File: src/rtl/lidar_pkg.sv
// Shared types and helpers for the LiDAR point unpacker: batch/point geometry,
// the per-point payload struct, the unpacker FSM state type and mask helpers.
package lidar_pkg;

  localparam int unsigned N_POINTS = 4;
  localparam int unsigned POINT_W  = 128;
  localparam int unsigned BATCH_W  = N_POINTS * POINT_W;
  localparam int unsigned COORD_W  = 32;
  localparam int unsigned IDX_W    = $clog2(N_POINTS);

  // One decoded point; x occupies the least significant 32 bits.
  typedef struct packed {
    logic [COORD_W-1:0] attr;
    logic [COORD_W-1:0] z;
    logic [COORD_W-1:0] y;
    logic [COORD_W-1:0] x;
  } point_t;

  typedef enum logic {
    ST_IDLE = 1'b0,
    ST_EMIT = 1'b1
  } unpack_state_e;

  typedef logic [N_POINTS-1:0] pt_mask_t;

  // Index of the lowest set bit (0 when the mask is empty).
  function automatic logic [IDX_W-1:0] lowest_idx(input pt_mask_t m);
    logic [IDX_W-1:0] idx;
    idx = '0;
    for (int i = N_POINTS - 1; i >= 0; i--) begin
      if (m[i]) idx = IDX_W'(i);
    end
    return idx;
  endfunction

  function automatic pt_mask_t clear_lowest(input pt_mask_t m);
    return m & (m - pt_mask_t'(1));
  endfunction

  function automatic point_t get_point(input logic [BATCH_W-1:0] b,
                                       input logic [IDX_W-1:0] idx);
    return point_t'(b[POINT_W*idx +: POINT_W]);
  endfunction

endpackage

File: src/rtl/lidar_batch_fifo.sv
// Synchronous first-word-fall-through batch FIFO.
// Ports: push/push_data write side, pop/head read side (head valid while !empty),
// full/empty flags and level (occupied entries). A push while full is accepted
// when a pop happens in the same cycle.
module lidar_batch_fifo #(
  parameter int unsigned DEPTH = 4,
  parameter int unsigned WIDTH = 512
) (
  input  logic                     clk,
  input  logic                     rst_n,
  input  logic                     push,
  input  logic [WIDTH-1:0]         push_data,
  input  logic                     pop,
  output logic [WIDTH-1:0]         head,
  output logic                     full,
  output logic                     empty,
  output logic [$clog2(DEPTH):0]   level
);

  localparam int unsigned AW = $clog2(DEPTH);
  localparam int unsigned LW = AW + 1;

  logic [WIDTH-1:0] mem_q [DEPTH];
  logic [AW-1:0]    wr_ptr_q, wr_ptr_d;
  logic [AW-1:0]    rd_ptr_q, rd_ptr_d;
  logic [LW-1:0]    count_q, count_d;
  logic             do_push, do_pop;

  // Pointer/count update; pointers wrap naturally since DEPTH is a power of 2.
  always_comb begin
    do_pop   = pop && (count_q != '0);
    do_push  = push && ((count_q != LW'(DEPTH)) || do_pop);
    wr_ptr_d = do_push ? wr_ptr_q + AW'(1) : wr_ptr_q;
    rd_ptr_d = do_pop  ? rd_ptr_q + AW'(1) : rd_ptr_q;
    count_d  = count_q + LW'(do_push) - LW'(do_pop);
  end

  always_ff @(posedge clk or negedge rst_n) begin
    if (!rst_n) begin
      wr_ptr_q <= '0;
      rd_ptr_q <= '0;
      count_q  <= '0;
    end else begin
      wr_ptr_q <= wr_ptr_d;
      rd_ptr_q <= rd_ptr_d;
      count_q  <= count_d;
    end
  end

  // Storage needs no reset; occupancy is tracked by count_q.
  always_ff @(posedge clk) begin
    if (do_push) mem_q[wr_ptr_q] <= push_data;
  end

  assign head  = mem_q[rd_ptr_q];
  assign full  = (count_q == LW'(DEPTH));
  assign empty = (count_q == '0);
  assign level = count_q;

endmodule

File: src/rtl/lidar_point_unpacker.sv
// Captures 512-bit LiDAR batches (4 points) from the decoder, buffers them in a
// batch FIFO and serialises each batch into per-point valid/ready records.
// Ports: in_valid/in_data/in_error (decoder side, no backpressure);
// pt_valid/pt_ready/pt_x/pt_y/pt_z/pt_attr/pt_idx/pt_last (point stream);
// fifo_level, overflow (sticky), drop_count (saturating), busy (status).
// Optional macro LIDAR_UNPACK_RANGE_FILTER_EN suppresses points whose |x|,|y|
// or |z| exceeds RANGE_MAX.
module lidar_point_unpacker
  import lidar_pkg::*;
#(
  parameter int unsigned FIFO_DEPTH = 4
`ifdef LIDAR_UNPACK_RANGE_FILTER_EN
  ,
  parameter logic [31:0] RANGE_MAX = 32'd100000
`endif
) (
  input  logic                          clk,
  input  logic                          rst_n,
  input  logic                          in_valid,
  input  logic [BATCH_W-1:0]            in_data,
  input  logic                          in_error,
  output logic                          pt_valid,
  input  logic                          pt_ready,
  output logic [COORD_W-1:0]            pt_x,
  output logic [COORD_W-1:0]            pt_y,
  output logic [COORD_W-1:0]            pt_z,
  output logic [COORD_W-1:0]            pt_attr,
  output logic [IDX_W-1:0]              pt_idx,
  output logic                          pt_last,
  output logic [$clog2(FIFO_DEPTH):0]   fifo_level,
  output logic                          overflow,
  output logic [15:0]                   drop_count,
  output logic                          busy
);

  localparam int unsigned LVL_W  = $clog2(FIFO_DEPTH) + 1;
  localparam int unsigned DROP_W = 16;

  unpack_state_e       state_q, state_d;
  logic [BATCH_W-1:0]  shadow_q, shadow_d;
  pt_mask_t            mask_q, mask_d;
  point_t              pt_q, pt_d;
  logic [IDX_W-1:0]    pt_idx_q, pt_idx_d;
  logic                pt_last_q, pt_last_d;
  logic                pt_valid_q, pt_valid_d;
  logic                overflow_q, overflow_d;
  logic [DROP_W-1:0]   drop_count_q, drop_count_d;
  logic                busy_q, busy_d;

  logic                fifo_push, fifo_pop, fifo_full, fifo_empty;
  logic [BATCH_W-1:0]  fifo_head;
  logic [LVL_W-1:0]    level_nxt;
  logic                hs, load, ovf_drop, drop;
  pt_mask_t            remain, load_mask;

  lidar_batch_fifo #(
    .DEPTH (FIFO_DEPTH),
    .WIDTH (BATCH_W)
  ) u_fifo (
    .clk       (clk),
    .rst_n     (rst_n),
    .push      (fifo_push),
    .push_data (in_data),
    .pop       (fifo_pop),
    .head      (fifo_head),
    .full      (fifo_full),
    .empty     (fifo_empty),
    .level     (fifo_level)
  );

`ifdef LIDAR_UNPACK_RANGE_FILTER_EN
  // Signed magnitude check; 32'h80000000 falls below -RANGE_MAX.
  function automatic logic coord_ok(input logic [COORD_W-1:0] v);
    logic signed [COORD_W-1:0] s;
    s = $signed(v);
    return (s <= $signed(RANGE_MAX)) && (s >= -$signed(RANGE_MAX));
  endfunction
`endif

  // Points that survive loading of the FIFO head batch.
  always_comb begin
    load_mask = '1;
`ifdef LIDAR_UNPACK_RANGE_FILTER_EN
    for (int i = 0; i < N_POINTS; i++) begin
      load_mask[i] = coord_ok(fifo_head[POINT_W*i      +: COORD_W]) &&
                     coord_ok(fifo_head[POINT_W*i + 32 +: COORD_W]) &&
                     coord_ok(fifo_head[POINT_W*i + 64 +: COORD_W]);
    end
`endif
  end

  // FSM next state and registered point outputs. mask_q holds the points not
  // yet accepted, including the one currently presented.
  always_comb begin
    state_d    = state_q;
    shadow_d   = shadow_q;
    mask_d     = mask_q;
    pt_d       = pt_q;
    pt_idx_d   = pt_idx_q;
    pt_last_d  = pt_last_q;
    pt_valid_d = pt_valid_q;
    fifo_pop   = 1'b0;
    load       = 1'b0;
    hs         = pt_valid_q && pt_ready;
    remain     = hs ? clear_lowest(mask_q) : mask_q;

    case (state_q)
      ST_IDLE: load = !fifo_empty;
      ST_EMIT: begin
        if (remain == '0) begin
          // Batch finished (or fully filtered): reload without a bubble.
          if (!fifo_empty) begin
            load = 1'b1;
          end else begin
            state_d    = ST_IDLE;
            mask_d     = '0;
            pt_valid_d = 1'b0;
            pt_last_d  = 1'b0;
          end
        end else if (hs) begin
          mask_d    = remain;
          pt_idx_d  = lowest_idx(remain);
          pt_d      = get_point(shadow_q, pt_idx_d);
          pt_last_d = (clear_lowest(remain) == '0);
        end
      end
      default: state_d = ST_IDLE;
    endcase

    if (load) begin
      fifo_pop   = 1'b1;
      state_d    = ST_EMIT;
      shadow_d   = fifo_head;
      mask_d     = load_mask;
      pt_idx_d   = lowest_idx(load_mask);
      pt_d       = get_point(fifo_head, pt_idx_d);
      pt_last_d  = (clear_lowest(load_mask) == '0);
      pt_valid_d = |load_mask;
    end
  end

  // Write admission, drop accounting and status.
  always_comb begin
    ovf_drop     = in_valid && !in_error && fifo_full && !fifo_pop;
    drop         = (in_valid && in_error) || ovf_drop;
    fifo_push    = in_valid && !in_error && !ovf_drop;
    overflow_d   = overflow_q || ovf_drop;
    drop_count_d = (drop && (drop_count_q != '1)) ? drop_count_q + DROP_W'(1)
                                                  : drop_count_q;
    level_nxt    = fifo_level + LVL_W'(fifo_push) - LVL_W'(fifo_pop);
    busy_d       = (state_d == ST_EMIT) || (level_nxt != '0);
  end

  always_ff @(posedge clk or negedge rst_n) begin
    if (!rst_n) begin
      state_q      <= ST_IDLE;
      shadow_q     <= '0;
      mask_q       <= '0;
      pt_q         <= '0;
      pt_idx_q     <= '0;
      pt_last_q    <= 1'b0;
      pt_valid_q   <= 1'b0;
      overflow_q   <= 1'b0;
      drop_count_q <= '0;
      busy_q       <= 1'b0;
    end else begin
      state_q      <= state_d;
      shadow_q     <= shadow_d;
      mask_q       <= mask_d;
      pt_q         <= pt_d;
      pt_idx_q     <= pt_idx_d;
      pt_last_q    <= pt_last_d;
      pt_valid_q   <= pt_valid_d;
      overflow_q   <= overflow_d;
      drop_count_q <= drop_count_d;
      busy_q       <= busy_d;
    end
  end

  assign pt_valid   = pt_valid_q;
  assign pt_x       = pt_q.x;
  assign pt_y       = pt_q.y;
  assign pt_z       = pt_q.z;
  assign pt_attr    = pt_q.attr;
  assign pt_idx     = pt_idx_q;
  assign pt_last    = pt_last_q;
  assign overflow   = overflow_q;
  assign drop_count = drop_count_q;
  assign busy       = busy_q;

endmodule

File: config.mk
export PLATFORM = sky130hd
export DESIGN_NAME = lidar_point_unpacker
export DESIGN_NICKNAME = d
export VERILOG_FILES = /design/src/rtl/lidar_pkg.sv /design/src/rtl/lidar_batch_fifo.sv /design/src/rtl/lidar_point_unpacker.sv
export SDC_FILE = /design/constraint.sdc
export NUM_CORES = 2
export LEC_CHECK = 0
export ABC_CLOCK_PERIOD_IN_PS = 28500
export CORE_ASPECT_RATIO = 1.4
export CORE_MARGIN = 4
export CORE_UTILIZATION = 63
export DETAILED_ROUTE_END_ITERATION = 6
export PLACE_DENSITY_LB_ADDON = 0.15
export SETUP_SLACK_MARGIN = 0.15
export SLEW_MARGIN = 10
export SYNTH_ARGS = -nofsm -noshare
export SYNTH_HDL_FRONTEND = slang
export SYNTH_SLANG_ARGS = --single-unit
File: constraint.sdc
create_clock -name clk -period 28.5 [get_ports clk]
set_input_delay 5.7 -clock clk [delete_from_list [all_inputs] [get_ports clk]]
set_output_delay 5.7 -clock clk [all_outputs]
set_load 0.01 [all_outputs]
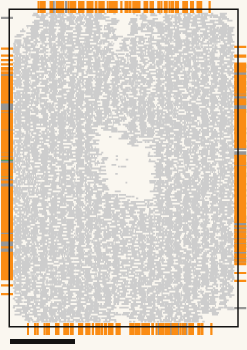
(images/io_placement.png)
The bar under the picture is 100 um long. Pins as bars across the die edge, other pins in gray.
`in_data`: shown in orange, pins 512, direction input, edge 168 left, 160 right, 93 top, 91 bottom. `overflow`: shown in green, pins 1, direction output, edge left. `pt_idx`: shown in cyan, pins 2, direction output, edge left.
All pins by edge: 245 left, 231 right, 97 top, 97 bottom.
die height: 488 um
Die X: 351 um
I/O Buffers: 669

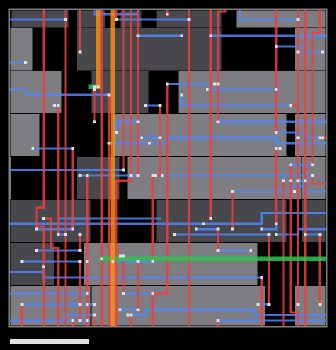
(images/detail.png)
The bar under the picture is 5 um long. Region (166, 332) to (186, 352) um. Cells in gray, sequential cells in the stronger gray; small squares are vias.
metal 2: shown in red. metal 4: shown in orange. metal 1: shown in blue. metal 3: shown in green.
Sequential cells in the window: 6. 12 logic cells have their middle in the window. Most frequent: edfxtp_1 (5), mux4_2 (2). Netlist names of flops here include `u_fifo.mem_q` (5), `shadow_q` (1).

==> run_results.csv <==
group,metric,value,unit
critical_path,crit_start,"pt_ready",
critical_path,reg2reg_to,"u_fifo.mem_q[3][325]$_DFFE_PP_",
logic_synthesis,ys_seq_share,75.4,%
logic_synthesis,synth_top_cell_by_area,"edfxtp_1",
critical_path,path_depth,10,
cells_and_area,fill_cells,9532,
drt,wl_met2,120000,um
drt,drc,0,
drt,drt-wirelength-per-cell,29.7,um
floorplan,taps,2136,
logic_synthesis,edf_count,2048,
place,hpwlAfterDp,147000,um
cells_and_area,final_cells,8463,
clocking,post-cts-setup-buffer-count,0,
cells_and_area,largest_reg_flops,2048,
floorplan,die_area,0.172,sq mm
floorplan,ios,670,
critical_path,cp_slowest_cell,"and2_4",
critical_path,rrSetupSlack,22140,ps
cells_and_area,final_cell_area,0.120,sq mm
critical_path,critical-path-max-stage-delay,800,ps
grt,use_met2,45.5,%
cells_and_area,final_core_util,73.4,%
cells_and_area,combGateArea,0.0241,sq mm
grt,use_met1,41.7,%
floorplan,core,0.164,sq mm
clocking,cts_max_level,4,
power_and_ir_drop,pg_seq,5.55,mW
grt,grt_use_total,29.7,%
clocking,cts-resized-gates,0,
cells_and_area,regArea,0.0784,sq mm
power_and_ir_drop,peakVddDrop,185,uV
cells_and_area,signal_buffers,754,
run_status,status,"finished, final reports clean",
sta,period_used_share,37.6,%
logic_synthesis,synth_cells,5382,
logic_synthesis,syn_area_per_cell,19.3,sq um
sta,rsz0062_at_grt,"false",
place,post_dp_cell_area,0.113,sq mm
critical_path,endpoint,"u_fifo.mem_q[3][325]$_DFFE_PP_",
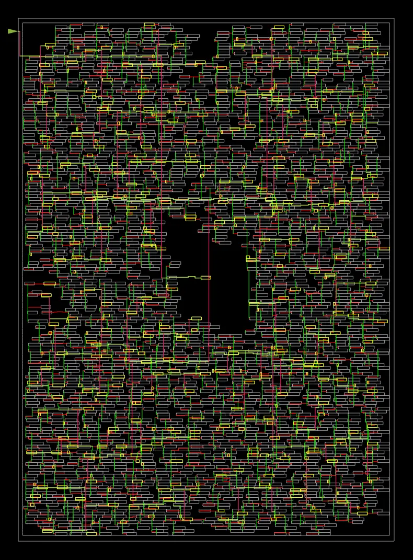
(images/clocks.png)
clk pwr: 3.14 mW
Insertion Delay late pin: 860 ps
Num CTS Buffers: 236
CLK BUF: 341
Max Clock Skew: 29.6 ps

Power and IR drop assume default switching activity.
